===== src/rtl/alu_pkg.sv =====
// alu_pkg: shared definitions for the execute-stage ALU.
//   - ALU control codes (4 bit) as seen on alu_cnt
//   - ALUOp encodings from main control (3 bit)
//   - R-type funct encodings (6 bit)
//   - execute-unit state encoding
package alu_pkg;

  localparam logic [3:0] ALU_AND     = 4'b0000;
  localparam logic [3:0] ALU_OR      = 4'b0001;
  localparam logic [3:0] ALU_ADD     = 4'b0010;
  localparam logic [3:0] ALU_XOR     = 4'b0011;
  localparam logic [3:0] ALU_NOR     = 4'b0100;
  localparam logic [3:0] ALU_SUB     = 4'b0110;
  localparam logic [3:0] ALU_SLT     = 4'b0111;
  localparam logic [3:0] ALU_SLL     = 4'b1000;
  localparam logic [3:0] ALU_SRL     = 4'b1001;
  localparam logic [3:0] ALU_SRA     = 4'b1010;
  localparam logic [3:0] ALU_MUL     = 4'b1100;
  localparam logic [3:0] ALU_ILLEGAL = 4'b1111;

  localparam logic [2:0] ALUOP_RTYPE = 3'b000;
  localparam logic [2:0] ALUOP_ADD   = 3'b001;
  localparam logic [2:0] ALUOP_SUB   = 3'b010;
  localparam logic [2:0] ALUOP_AND   = 3'b011;
  localparam logic [2:0] ALUOP_OR    = 3'b100;
  localparam logic [2:0] ALUOP_SLT   = 3'b101;
  localparam logic [2:0] ALUOP_XOR   = 3'b110;

  localparam logic [5:0] FUNCT_ADD = 6'h20;
  localparam logic [5:0] FUNCT_SUB = 6'h22;
  localparam logic [5:0] FUNCT_AND = 6'h24;
  localparam logic [5:0] FUNCT_OR  = 6'h25;
  localparam logic [5:0] FUNCT_XOR = 6'h26;
  localparam logic [5:0] FUNCT_NOR = 6'h27;
  localparam logic [5:0] FUNCT_SLT = 6'h2A;
  localparam logic [5:0] FUNCT_SLL = 6'h00;
  localparam logic [5:0] FUNCT_SRL = 6'h02;
  localparam logic [5:0] FUNCT_SRA = 6'h03;
  localparam logic [5:0] FUNCT_MUL = 6'h18;

  typedef enum logic {
    ST_IDLE = 1'b0,
    ST_MUL  = 1'b1
  } state_e;

  // True for control codes that need the iterative datapath.
  function automatic logic is_multicycle(input logic [3:0] cnt);
    return cnt == ALU_MUL;
  endfunction

endpackage


===== src/rtl/alu_exec_unit_if.sv =====
// alu_exec_unit_if: handshake and data bundle of the execute unit.
//   master : issuing stage / consumer side (drives operation + out_ready)
//   slave  : execute unit (drives in_ready, result beat and status)
interface alu_exec_unit_if #(
  parameter int unsigned WIDTH = 32
);
  logic             in_valid;
  logic             in_ready;
  logic [2:0]       alu_op;
  logic [5:0]       funct;
  logic [WIDTH-1:0] a;
  logic [WIDTH-1:0] b;
  logic             out_valid;
  logic             out_ready;
  logic [WIDTH-1:0] result;
  logic [3:0]       alu_cnt;
  logic             zero;
  logic             ovf;
  logic             err;
  logic             busy;

  modport master (
    output in_valid, alu_op, funct, a, b, out_ready,
    input  in_ready, out_valid, result, alu_cnt, zero, ovf, err, busy
  );

  modport slave (
    input  in_valid, alu_op, funct, a, b, out_ready,
    output in_ready, out_valid, result, alu_cnt, zero, ovf, err, busy
  );
endinterface


===== src/rtl/alu_ctrl_decode.sv =====
// alu_ctrl_decode: combinational ALUOp/funct -> 4-bit ALU control code.
//   alu_op_i  : ALUOp from main control
//   funct_i   : R-type funct field (used only when alu_op_i is R-type)
//   alu_cnt_o : control code, ALU_ILLEGAL for unsupported encodings
// Kept free of state so the ID stage can reuse it for multi-cycle detection.
module alu_ctrl_decode
  import alu_pkg::*;
#(
  parameter bit MUL_EN = 1'b1
) (
  input  logic [2:0] alu_op_i,
  input  logic [5:0] funct_i,
  output logic [3:0] alu_cnt_o
);

  always_comb begin
    alu_cnt_o = ALU_ILLEGAL;
    unique case (alu_op_i)
      ALUOP_RTYPE: begin
        unique case (funct_i)
          FUNCT_ADD: alu_cnt_o = ALU_ADD;
          FUNCT_SUB: alu_cnt_o = ALU_SUB;
          FUNCT_AND: alu_cnt_o = ALU_AND;
          FUNCT_OR:  alu_cnt_o = ALU_OR;
          FUNCT_XOR: alu_cnt_o = ALU_XOR;
          FUNCT_NOR: alu_cnt_o = ALU_NOR;
          FUNCT_SLT: alu_cnt_o = ALU_SLT;
          FUNCT_SLL: alu_cnt_o = ALU_SLL;
          FUNCT_SRL: alu_cnt_o = ALU_SRL;
          FUNCT_SRA: alu_cnt_o = ALU_SRA;
          FUNCT_MUL: alu_cnt_o = MUL_EN ? ALU_MUL : ALU_ILLEGAL;
          default:   alu_cnt_o = ALU_ILLEGAL;
        endcase
      end
      ALUOP_ADD: alu_cnt_o = ALU_ADD;
      ALUOP_SUB: alu_cnt_o = ALU_SUB;
      ALUOP_AND: alu_cnt_o = ALU_AND;
      ALUOP_OR:  alu_cnt_o = ALU_OR;
      ALUOP_SLT: alu_cnt_o = ALU_SLT;
      ALUOP_XOR: alu_cnt_o = ALU_XOR;
      default:   alu_cnt_o = ALU_ILLEGAL;
    endcase
  end

endmodule


===== src/rtl/alu_exec_unit.sv =====
// alu_exec_unit: execute-stage ALU with registered result beat.
//   clk, rst : clock (rising edge), asynchronous active-high reset
//   bus      : alu_exec_unit_if.slave
//              in_valid/in_ready  operation handshake (alu_op, funct, a, b)
//              out_valid/out_ready result handshake (result, alu_cnt,
//              zero, ovf, err); busy is high while multiplying
// Single-cycle ops deliver one edge after accept; MUL is a shift-add loop
// of WIDTH steps, delivering WIDTH+1 edges after accept.
//
// state    | meaning
// ST_IDLE  | accepting; single-cycle results load straight to output
// ST_MUL   | iterating shift-add, in_ready low, busy high
module alu_exec_unit
  import alu_pkg::*;
#(
  parameter int unsigned WIDTH  = 32,
  parameter bit          MUL_EN = 1'b1
) (
  input logic            clk,
  input logic            rst,
  alu_exec_unit_if.slave bus
);

  localparam int unsigned SHAMT_W = $clog2(WIDTH);
  localparam logic [SHAMT_W:0] MUL_CYCLES = (SHAMT_W+1)'(WIDTH);
  localparam logic [SHAMT_W:0] CNT_LAST   = (SHAMT_W+1)'(1);
  localparam logic [WIDTH-1:0] ONE        = WIDTH'(1);

  state_e           state_q, state_d;
  logic [WIDTH-1:0] mcand_q, mcand_d;
  logic [WIDTH-1:0] mplier_q, mplier_d;
  logic [WIDTH-1:0] acc_q, acc_d;
  logic [SHAMT_W:0] count_q, count_d;

  logic             out_valid_q, out_valid_d;
  logic [WIDTH-1:0] result_q, result_d;
  logic [3:0]       alu_cnt_q, alu_cnt_d;
  logic             zero_q, zero_d;
  logic             ovf_q, ovf_d;
  logic             err_q, err_d;

  logic [3:0]       dec_cnt;
  logic             in_ready;
  logic             accept;
  logic [WIDTH-1:0] b_eff;
  logic [WIDTH-1:0] sum;
  logic [SHAMT_W-1:0] shamt;
  logic [WIDTH-1:0] alu_res;
  logic             alu_ovf;
  logic [WIDTH-1:0] acc_step;

  alu_ctrl_decode #(
    .MUL_EN (MUL_EN)
  ) u_dec (
    .alu_op_i  (bus.alu_op),
    .funct_i   (bus.funct),
    .alu_cnt_o (dec_cnt)
  );

  // A new op may enter only when the output register is free this cycle.
  assign in_ready = (state_q == ST_IDLE) && (!out_valid_q || bus.out_ready);
  assign accept   = bus.in_valid && in_ready;

  // SUB shares the adder by adding the two's complement of b.
  assign b_eff = (dec_cnt == ALU_SUB) ? (~bus.b + ONE) : bus.b;
  assign sum   = bus.a + b_eff;
  assign shamt = bus.b[SHAMT_W-1:0];

  always_comb begin
    alu_res = '0;
    alu_ovf = 1'b0;
    unique case (dec_cnt)
      ALU_AND: alu_res = bus.a & bus.b;
      ALU_OR:  alu_res = bus.a | bus.b;
      ALU_XOR: alu_res = bus.a ^ bus.b;
      ALU_NOR: alu_res = ~(bus.a | bus.b);
      ALU_ADD, ALU_SUB: begin
        alu_res = sum;
        alu_ovf = (bus.a[WIDTH-1] == b_eff[WIDTH-1]) &&
                  (sum[WIDTH-1] != bus.a[WIDTH-1]);
      end
      ALU_SLT: alu_res = {{(WIDTH-1){1'b0}}, ($signed(bus.a) < $signed(bus.b))};
      ALU_SLL: alu_res = bus.a << shamt;
      ALU_SRL: alu_res = bus.a >> shamt;
      ALU_SRA: alu_res = $unsigned($signed(bus.a) >>> shamt);
      default: alu_res = '0;
    endcase
  end

  assign acc_step = acc_q + (mplier_q[0] ? mcand_q : '0);

  always_comb begin
    state_d  = state_q;
    mcand_d  = mcand_q;
    mplier_d = mplier_q;
    acc_d    = acc_q;
    count_d  = count_q;
    // A held beat drains on out_ready; a new load below overrides this.
    out_valid_d = out_valid_q && !bus.out_ready;
    result_d    = result_q;
    alu_cnt_d   = alu_cnt_q;
    zero_d      = zero_q;
    ovf_d       = ovf_q;
    err_d       = err_q;

    unique case (state_q)
      ST_IDLE: begin
        if (accept) begin
          if (is_multicycle(dec_cnt)) begin
            state_d  = ST_MUL;
            mcand_d  = bus.a;
            mplier_d = bus.b;
            acc_d    = '0;
            count_d  = MUL_CYCLES;
          end else begin
            out_valid_d = 1'b1;
            result_d    = alu_res;
            alu_cnt_d   = dec_cnt;
            zero_d      = (alu_res == '0);
            ovf_d       = alu_ovf;
            err_d       = (dec_cnt == ALU_ILLEGAL);
          end
        end
      end
      ST_MUL: begin
        acc_d    = acc_step;
        mcand_d  = mcand_q << 1;
        mplier_d = mplier_q >> 1;
        count_d  = count_q - 1'b1;
        // Final step writes the output directly, saving a cycle.
        if (count_q == CNT_LAST) begin
          state_d     = ST_IDLE;
          out_valid_d = 1'b1;
          result_d    = acc_step;
          alu_cnt_d   = ALU_MUL;
          zero_d      = (acc_step == '0);
          ovf_d       = 1'b0;
          err_d       = 1'b0;
        end
      end
      default: state_d = ST_IDLE;
    endcase
  end

  always_ff @(posedge clk or posedge rst) begin
    if (rst) begin
      state_q     <= ST_IDLE;
      mcand_q     <= '0;
      mplier_q    <= '0;
      acc_q       <= '0;
      count_q     <= '0;
      out_valid_q <= 1'b0;
      result_q    <= '0;
      alu_cnt_q   <= 4'b0000;
      zero_q      <= 1'b0;
      ovf_q       <= 1'b0;
      err_q       <= 1'b0;
    end else begin
      state_q     <= state_d;
      mcand_q     <= mcand_d;
      mplier_q    <= mplier_d;
      acc_q       <= acc_d;
      count_q     <= count_d;
      out_valid_q <= out_valid_d;
      result_q    <= result_d;
      alu_cnt_q   <= alu_cnt_d;
      zero_q      <= zero_d;
      ovf_q       <= ovf_d;
      err_q       <= err_d;
    end
  end

  assign bus.in_ready  = in_ready;
  assign bus.out_valid = out_valid_q;
  assign bus.result    = result_q;
  assign bus.alu_cnt   = alu_cnt_q;
  assign bus.zero      = zero_q;
  assign bus.ovf       = ovf_q;
  assign bus.err       = err_q;
  assign bus.busy      = (state_q == ST_MUL);

endmodule


===== src/flat_wrapper.sv =====
// flat-port wrapper written by rule: the top's interface ports become plain ports
module alu_exec_unit_flat import alu_pkg::*;
#(
  parameter int unsigned WIDTH  = 32,
  parameter bit          MUL_EN = 1'b1
)
  (clk, rst, bus_in_valid, bus_alu_op, bus_funct, bus_a, bus_b, bus_out_ready, bus_in_ready, bus_out_valid, bus_result, bus_alu_cnt, bus_zero, bus_ovf, bus_err, bus_busy);
  alu_exec_unit_if #(.WIDTH(WIDTH)) bus_i ();
  input logic clk;
  input logic rst;
  input wire logic [$bits(bus_i.in_valid)-1:0] bus_in_valid;
  input wire logic [$bits(bus_i.alu_op)-1:0] bus_alu_op;
  input wire logic [$bits(bus_i.funct)-1:0] bus_funct;
  input wire logic [$bits(bus_i.a)-1:0] bus_a;
  input wire logic [$bits(bus_i.b)-1:0] bus_b;
  input wire logic [$bits(bus_i.out_ready)-1:0] bus_out_ready;
  output wire logic [$bits(bus_i.in_ready)-1:0] bus_in_ready;
  output wire logic [$bits(bus_i.out_valid)-1:0] bus_out_valid;
  output wire logic [$bits(bus_i.result)-1:0] bus_result;
  output wire logic [$bits(bus_i.alu_cnt)-1:0] bus_alu_cnt;
  output wire logic [$bits(bus_i.zero)-1:0] bus_zero;
  output wire logic [$bits(bus_i.ovf)-1:0] bus_ovf;
  output wire logic [$bits(bus_i.err)-1:0] bus_err;
  output wire logic [$bits(bus_i.busy)-1:0] bus_busy;
  assign bus_i.in_valid = bus_in_valid;
  assign bus_i.alu_op = bus_alu_op;
  assign bus_i.funct = bus_funct;
  assign bus_i.a = bus_a;
  assign bus_i.b = bus_b;
  assign bus_i.out_ready = bus_out_ready;
  assign bus_in_ready = bus_i.in_ready;
  assign bus_out_valid = bus_i.out_valid;
  assign bus_result = bus_i.result;
  assign bus_alu_cnt = bus_i.alu_cnt;
  assign bus_zero = bus_i.zero;
  assign bus_ovf = bus_i.ovf;
  assign bus_err = bus_i.err;
  assign bus_busy = bus_i.busy;
  alu_exec_unit #(.WIDTH(WIDTH), .MUL_EN(MUL_EN)) u_core (.clk(clk), .rst(rst), .bus(bus_i));
endmodule

===== config.mk =====
export PLATFORM = sky130hd
export DESIGN_NAME = alu_exec_unit_flat
export DESIGN_NICKNAME = d
export VERILOG_FILES = /design/src/rtl/alu_pkg.sv /design/src/rtl/alu_exec_unit_if.sv /design/src/rtl/alu_ctrl_decode.sv /design/src/rtl/alu_exec_unit.sv /design/src/flat_wrapper.sv
export SDC_FILE = /design/constraint.sdc
export NUM_CORES = 1
export LEC_CHECK = 0
export CORE_ASPECT_RATIO = 0.9
export CORE_MARGIN = 2
export CORE_UTILIZATION = 30
export CTS_BUF_LIST = sky130_fd_sc_hd__clkbuf_16
export DETAILED_ROUTE_END_ITERATION = 7
export PLACE_DENSITY_LB_ADDON = 0.08
export SYNTH_ARGS = -nofsm -noshare
export SYNTH_HDL_FRONTEND = slang
export SYNTH_SLANG_ARGS = --single-unit

===== constraint.sdc =====
create_clock -name clk -period 6.17 [get_ports clk]
set_clock_uncertainty 0.15 [all_clocks]
set_input_delay 1.234 -clock clk [delete_from_list [all_inputs] [get_ports clk]]
set_output_delay 1.234 -clock clk [all_outputs]
set_load 0.005 [all_outputs]

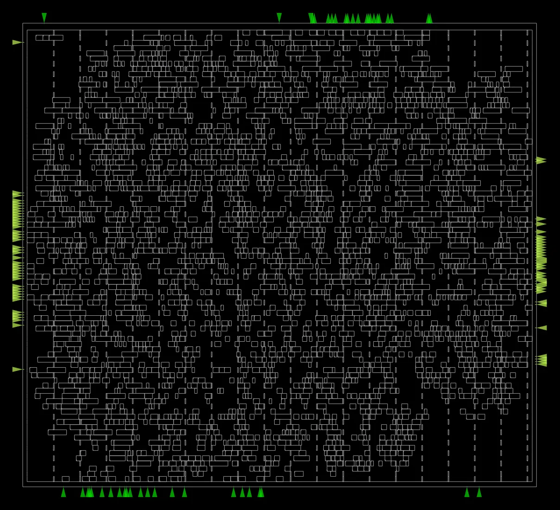
Figure 1: run 1, placed standard cells.
core footprint: 62700 µm²
Flop Count: 143
num tapcells: 845
row count: 87
Fill cells: 6658

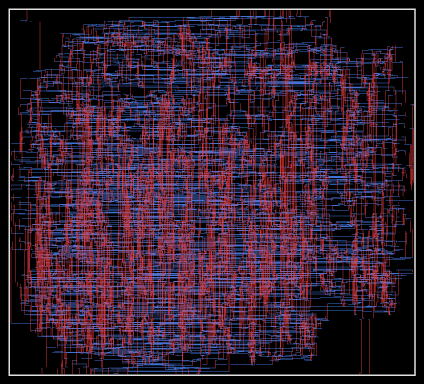
Figure 2: run 1, wiring by layer.
Drawn at 1.5 px/µm. Only two layers are drawn.
[blue] metal 1 | wire length: 46.4 mm
[red] metal 2 | wire length: 41.2 mm
vias: 20900
aggregate global-route resource usage: 29.6%
drt total wl: 98600 µm

==> Changelog: implementation, run 1 <==
### Changed

- Synth Cell Area: 19000 µm²
- Post-synth top cells: 278 x nand2_1, 219 x nor2_1, 201 x a21oi_1, 176 x o21ai_0, 168 x ha_1
- RSZ-0062 raised after global routing: no
- Drt via density: between 5 and 6
- IO Pins: between 100 and 150
- Pwr dens: between 200 and 250 nW/µm²
- Input/output buffers: 118
- Nets: 2926
- Layout area overhead: 24.5%
- Log Warnings: roughly 100
- Non-Filler Instances: 3537
- Crit path DAT: between 6000 and 7000 ps
- Max-slew violations: 0
- Synthesis area per yosys: between 15000 and 20000 µm²
- Initial antenna violation count: 2
- Clk slew on worst S/H paths: 70 ps
- Reg2reg start: u_core.mplier_q[0]
- Reg2reg end: u_core.bus.result[31]
- Dominant cell area share: between 10% and 20%
- Asr flop ratio synth: 100%
- Diode count: 0
- Worst vdd ir: between 0.2 and 0.25 mV
- Overflow after GRT: 0
- Slew HR: 27.0%
- Wire per inst: 27.9 µm
- R2R setup slack: approximately 1700 ps
- Crit path to: u_core.bus.zero
- CP max FO: 5
- Setup Viol. Count Final: 0
- Worst hold slack: 326 ps
- Most common reg cell: dfrtp_1
- Die area: ~65000 µm²
- DRC errors left: 0
- Most Crowded Layer GR: met1
- Antenna Nets Post-Route: 0
- Clock sink total: 143
- Syn Inst Count: 2394
- Period utilization: 95.5%
- DR iter-0 viols: about 2500
- Leak: between 0.01 and 0.015 µW
- Fp util: a little under a third
- Min Tclk post-route: roughly 5900 ps
- Min-Delay Path Class: reg2reg
- EDFF count, synth: 0
- HPWL Detailed: about 79000 µm
- Cells in synth_stat.txt: 2394
- Overall die height: around 240 µm
- Die width: about 270 µm
- Status: finished clean
- Startpoint type of the worst setup path: input port
- Slack of the critical path: 279 ps
- Crit path capture type: register
- Clock Root Buffer: clkbuf_16
- Clk latency late pin: around 450 ps
- Post-synth top area cell: dfrtp_1
- Hold Vio Cnt, Final: 0
- Global-route wire length before repair: roughly 140000 µm
- Top cells by area: dfrtp_1 19%, ha_1 11%, mux4_2 6.4%, nand2_1 5.5%, a21oi_1 5.3%
- Final GP Congestion: between 1 and 1.5
- Synth Warn #: 0
- Clock H-tree levels: 4
- CP Launch Point: bus_b[10]
- Area after DPL: 22900 µm²
- Avg Synthesized Cell Area: slightly below 8 µm²
- M1 GR Usage: 43.7%
- Place WS: -668 ps
- CTS tree: done
- Post-synth seq share: about a fifth
- Register-to-Register Path Depth: 15
- Maxcap violations: 0
- DR pass1 iterations: 6
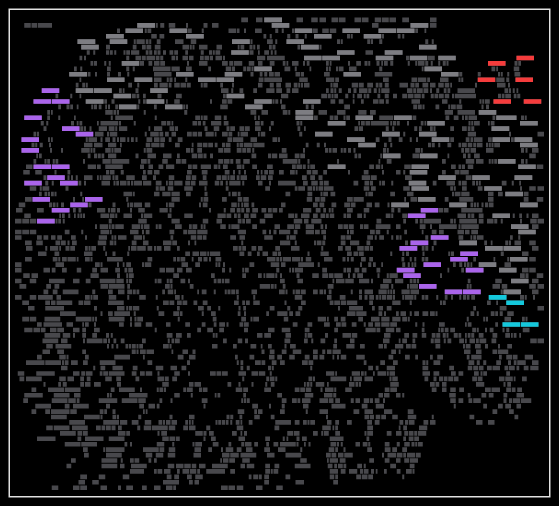
Figure 3: run 1, sequential cells grouped by signal name.
Drawn at 2 px/µm. Other sequential cells in the stronger grey, the rest of the logic in the fainter grey.
[purple] u_core.mplier_q | sequential cells: 32
[red] u_core.count_q | sequential cells: 6 | where: upper right
[cyan] u_core.bus.alu_cnt | sequential cells: 4
not coloured: 101
Seq area share: 15.1%
seq pwr: 1550 µW
FF+latch area: 3580 µm²
Core Util, Final: 37.8%

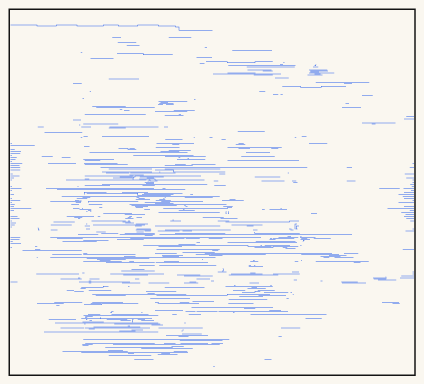
Figure 4: run 1, metal 3.
Drawn at 1.5 px/µm.
wire length on this layer: 8110 µm
nets with wire on the layer: 383
share of all routed wire: 8.2%
longest straight run: 140 µm
met3 Track Usage GR: 5.30%

-- run 1: flip-flops by register name (all words and copies together), names as in the netlist --
signal,flops
u_core.acc_q,32
u_core.bus.result,32
u_core.mcand_q,32
u_core.mplier_q,32
u_core.count_q,6
u_core.bus.alu_cnt,4
u_core.bus.busy,1
u_core.bus.err,1
u_core.bus.out_valid,1
u_core.bus.ovf,1
u_core.bus.zero,1
-- run 1: per-stage QoR --
stage	TNS [ps]	total power, µW
2_1_floorplan	0	3130
3_3_place_gp	-4240	4440
3_5_place_dp	-5010	4460
4_1_cts	0	5590
5_1_grt	0	5990
6_report	0	5610
-- run 1: cells by family after synthesis --
group | after synthesis | synth area share (%)
flip-flops | 143 | 18.8
AND/OR/NAND/NOR | 796 | 19.7
adder cells (fa/ha/maj) | 171 | 11.3
multiplexers | 170 | 13.8
XOR/XNOR | 87 | 4.00
AND-OR/OR-AND | 748 | 25.8
buffers and inverters | 279 | 6.64
-- run 1: layer usage --
| metal | share of wire, % | wire length (µm) | vias up |
|---|---|---|---|
| met4 | 3.0 | 2990 | 0 |
| met3 | 8.2 | 8110 | 136 |
| li1 | - | - | 9457 |
| met5 | 0 | 0 | - |
| met1 | 47 | 46400 | 10300 |
| met2 | 42 | 41200 | 965 |
-- run 1: power by group --
group	internal, µW	switching [µW]	leakage, µW
combinational	1280	1680	0.00819
sequential	1280	263	0.00183
clock	610	495	0.000287
total	3170	2440	0.0103
-- run 1: cells in the final DEF (no fill, tap or decap), drive strengths merged, types with 36 or more instances in the layout --
cell	instances
nand2	278
buf	335
a211oi	36
and2	46
mux2	38
xnor2	66
nand3	36
inv	104
dfrtp	143
a21oi	201
nor2	220
a21o	36
mux4	66
clkdlybuf4s50	109
ha	168
mux2i	66
o21ai	184
nor3	45
-- run 1: what timing repair did --
item | CTS | global route
pin swaps | 0 | 9
resized | 4 | 36
setup buffers | 0 | 2
setup endpoints to repair | 4 | 12
-- run 1: critical path, cell delays in order --
cell and delay, ps:
clkdlybuf4s50_1 460, nor4_4 460, nand2_2 180, or4_1 590, or3_1 380, o31ai_2 210
xnor2_1 150, ha_1 270, buf_4 170, nand4_1 100, inv_1 80, a221oi_1 320
buf_4 180, nand3b_1 70, o221a_2 250, xor2_1 150, o211a_1 250, nor4bb_2 160
nand2_1 100, nor2_1 50, a211o_1 250
-- run 1: worst min-delay path by stage --
stage | start | end | slack [ps] | cells past startpoint
4_1_cts | u_core.bus.result[20] | u_core.bus.result[20] | 330 | 1
5_1_grt | u_core.bus.result[16] | u_core.bus.result[16] | 350 | 2
2_1_floorplan | u_core.count_q[4] | u_core.count_q[4] | 300 | 1
3_5_place_dp | u_core.bus.result[20] | u_core.bus.result[20] | 320 | 1
6_report | u_core.bus.result[16] | u_core.bus.result[16] | 330 | 2
3_3_place_gp | u_core.bus.result[16] | u_core.bus.result[16] | 310 | 2
-- run 1: cell type report --
cell class / count / area (µm²)
clock buffers: 17 / 425
clock inverters: 15 / 174
fillers: 6658 / 39000
inverters: 97 / 369
multi-input cells: 1972 / 14400
flip-flops and latches: 143 / 3580
well taps: 845 / 1060
repair buffers: 448 / 3710
==> run 2, diff against run 1 <==
--- a/config.mk
+++ b/config.mk
@@ -5,9 +5,10 @@
 export SDC_FILE = /design/constraint.sdc
 export NUM_CORES = 1
 export LEC_CHECK = 0
+export CAP_MARGIN = 5
 export CORE_ASPECT_RATIO = 0.9
 export CORE_MARGIN = 2
-export CORE_UTILIZATION = 30
+export CORE_UTILIZATION = 45
 export CTS_BUF_LIST = sky130_fd_sc_hd__clkbuf_16
 export DETAILED_ROUTE_END_ITERATION = 7
 export PLACE_DENSITY_LB_ADDON = 0.08
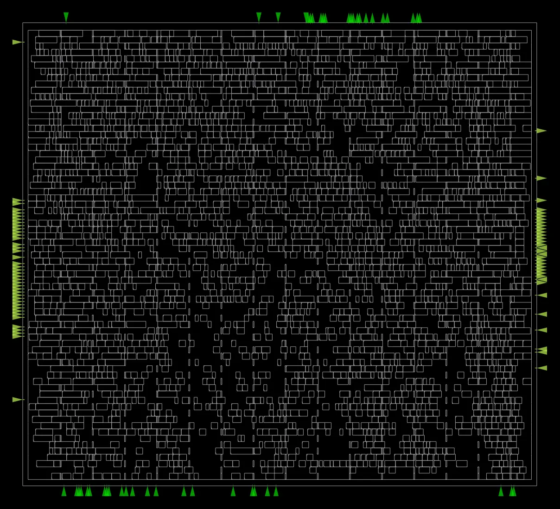
Figure 5: run 2, placed standard cells.
Seq area share: 15.5%
core footprint: 41800 µm²
num tapcells: 547
Core Util, Final: 55.2%

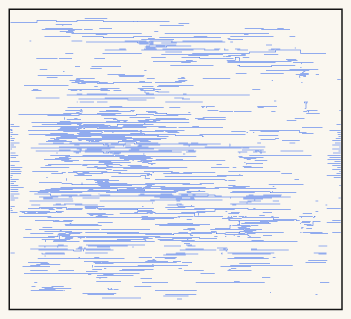
Figure 6: run 2, metal 3.
Drawn at 1.5 px/µm.
vias: 21600
met3 Track Usage GR: 10.4%
drt total wl: 92800 µm

==> run 2 against run 1 <==
Synthesized cell count unchanged; worst setup slack got worse by 140 ps; largest cell class unchanged; via count increased by 3.3%; wire length down 5.9%; critical endpoint unchanged; highest routed layer is now met5; non-clock buffer count shrank 12.
==> Changelog: implementation, run 2 <==
### Changed

- Status: finished clean
- Final Total Pwr: 5510 µW
- Maxcap violations: 0
- Synthesis area per yosys: 19000 µm²
- Crit path DAT: roughly 6200 ps
- Min-Delay Path Class: reg2reg
- Antenna Nets Post-Route: 0
- Crit-path leading delay family: AND-OR/OR-AND gates
- Post-synth seq share: a little under a fifth
- Int Power: roughly 3100 µW
- Most instantiated logic cells after routing: 317 x buf_4, 278 x nand2_1, 218 x nor2_1, 200 x a21oi_1, 174 x o21ai_0
- CTS tree: done
- Setup Viol. Count Final: 0
- Leak: 0.0102 µW
- IO Pins: about 120
- Synth Cell Area: 19000 µm²
- Nets: 2914
- Pwr dens: 239 nW/µm²
- Asr flop ratio synth: 100%
- Worst vdd ir: slightly above 0.3 mV
- Register-to-Register Path Depth: 15
- Overflow after GRT: 0
- Input/output buffers: 118
- Global-route wire length before repair: around 130000 µm
- HPWL Detailed: about 73000 µm
- Clock power share: 18.8%
- Overall die height: between 150 and 200 µm
- Min Tclk post-route: 6030 ps
- Sw frac: between 40% and 50%
- DR iter-0 viols: about 3300
- Initial antenna violation count: 7
- Slack of the critical path: between 100 and 150 ps
- Die area: 44000 µm²
- DRC errors left: 0
- Wire per inst: about 29 µm
- Clock Root Buffer: clkbuf_16
- Aggregate global-route resource usage: a little over two fifths
- Switching power total: about 2400 µW
- Max-slew violations: 0
- Reg2reg end: u_core.bus.zero
- FF+latch area: approximately 3600 µm²
- CP max FO: 6
- Total negative slack: 0 ps
- Layout area overhead: 21.1%
- Log Warnings: 102
- Crit path capture type: register
- Place WS: -357 ps
- Comb pwr share: ~53%
- Clk slew on worst S/H paths: roughly 70 ps
- WP buf/inv: 5
- EDFF count, synth: 0
- DR pass1 iterations: 8
- Slew HR: 27.3%
- Hold path startpoint: u_core.bus.result[8]
- Sequential Power Share: between 20% and 30%
- Crit path top cell by count: buf_4
- Fp util: 45.6%
- Clock sink total: between 100 and 150
- Post-synth top area cell: dfrtp_1
- Crit path largest cell delay: about 560 ps
- Worst hold stages: 2
- Period utilization: a little over nine tenths
- Clock H-tree levels: 4
- Drt via density: 6.68
- Hold Vio Cnt, Final: 0
- Avg Synthesized Cell Area: around 7.9 µm²
- Top cell excl fill/tap: buf_4
- Post-synth top cells: 278 x nand2_1, 219 x nor2_1, 201 x a21oi_1, 176 x o21ai_0, 168 x ha_1
- Cell with the largest stage delay on the worst path: a2111oi_0
- Dominant cell area share: 18.8%
- Final GP Congestion: 1.09
- Cells in synth_stat.txt: roughly 2400
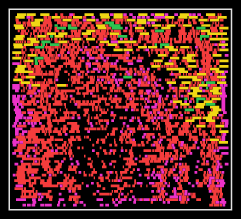
Figure 7: run 2, placed cells, one colour a class.
Drawn at 1 px/µm.
[red] combinational and other logic | cells: 2069 | share of their area: 65%
[magenta] other buffers and delay cells | cells: 436 | share of their area: 16%
[yellow] flops | cells: 143 | share of their area: 16%
[green] clock drivers and dummy loads | cells: 32 | share of their area: 2.5%
row count: 71
design area: 23000 µm²

run 2: logic make-up (layout without fill, tap and decap cells):
logic type / after synthesis / count (layout) / synth area share [%]
DFF: 143 / 143 / 18.8
and+or+nand+nor: 796 / 796 / 19.7
buffers and inverters: 279 / 565 / 6.64
xor gates and xnor gates: 87 / 87 / 4.00
adders and majority gates: 171 / 171 / 11.3
other: 0 / 3 / 0
AOI/OAI and AO/OA: 748 / 748 / 25.8
muxes: 170 / 170 / 13.8
run 2: metrics by stage:
stage / instances / hold WS, ps
CTS: 3226 / 330
floorplan: 2394 / 297
finish: 3230 / 332
global route: 3228 / 347
global placement: 3194 / 304
detailed placement: 3194 / 315
run 2: what timing repair did:
action | CTS | global route
endpoints found under the setup margin | 0 | 5
setup buffers | 0 | 1
resized | 0 | 11
hold buffers | 0 | 0
run 2: worst register-to-register path, delay by kind of cell (launching register included):
kind                     cells  cell delay [ps]
AND-OR/OR-AND                8             1970
XOR/XNOR                     1              410
flip-flops                   1              740
adder cells (fa/ha/maj)      2              700
AND/OR/NAND/NOR              4             1150
run 2: how the worst max path moves through the flow:
stage	from	end	slack, ps	depth (start not counted)
6_report	bus_funct[2]	u_core.bus.zero	140	24
3_3_place_gp	bus_funct[2]	u_core.bus.zero	-270	23
5_1_grt	bus_funct[2]	u_core.bus.result[30]	-2	22
2_1_floorplan	bus_b[0]	u_core.bus.zero	40	25
3_5_place_dp	bus_funct[2]	u_core.bus.zero	-360	23
4_1_cts	bus_funct[2]	u_core.bus.zero	80	23
run 2: power groups by stage:
| stage | sequential (µW) | combinational, µW | clock [µW] |
|---|---|---|---|
| floorplan | 1480 | 1660 | 0 |
| global placement | 1570 | 2750 | 0 |
| detailed placement | 1580 | 2800 | 0 |
| CTS | 1570 | 2810 | 1050 |
| global route | 1620 | 3110 | 1090 |
| finish | 1580 | 2890 | 1030 |
run 2: area by class of cell:
| cell class | count | share of cell area, % |
|---|---|---|
| Antenna cell | 3 | 0.0326 |
| Clock buffer | 17 | 1.85 |
| Clock inverter | 15 | 0.624 |
| Inverter | 97 | 1.60 |
| Multi-Input combinational cell | 1972 | 61.8 |
| Sequential cell | 143 | 15.5 |
| Tap cell | 547 | 2.97 |
| Timing Repair Buffer | 436 | 15.6 |
run 2: layer usage:
metal	wire (µm)	share of wire (%)	global-route usage [%]
met3	11600	12	10.4
met4	3610	3.9	15.0
met1	39700	43	60.6
met5	28	0.030	0
met2	37900	41	60.1
Power is estimated from default activity; no workload was simulated.
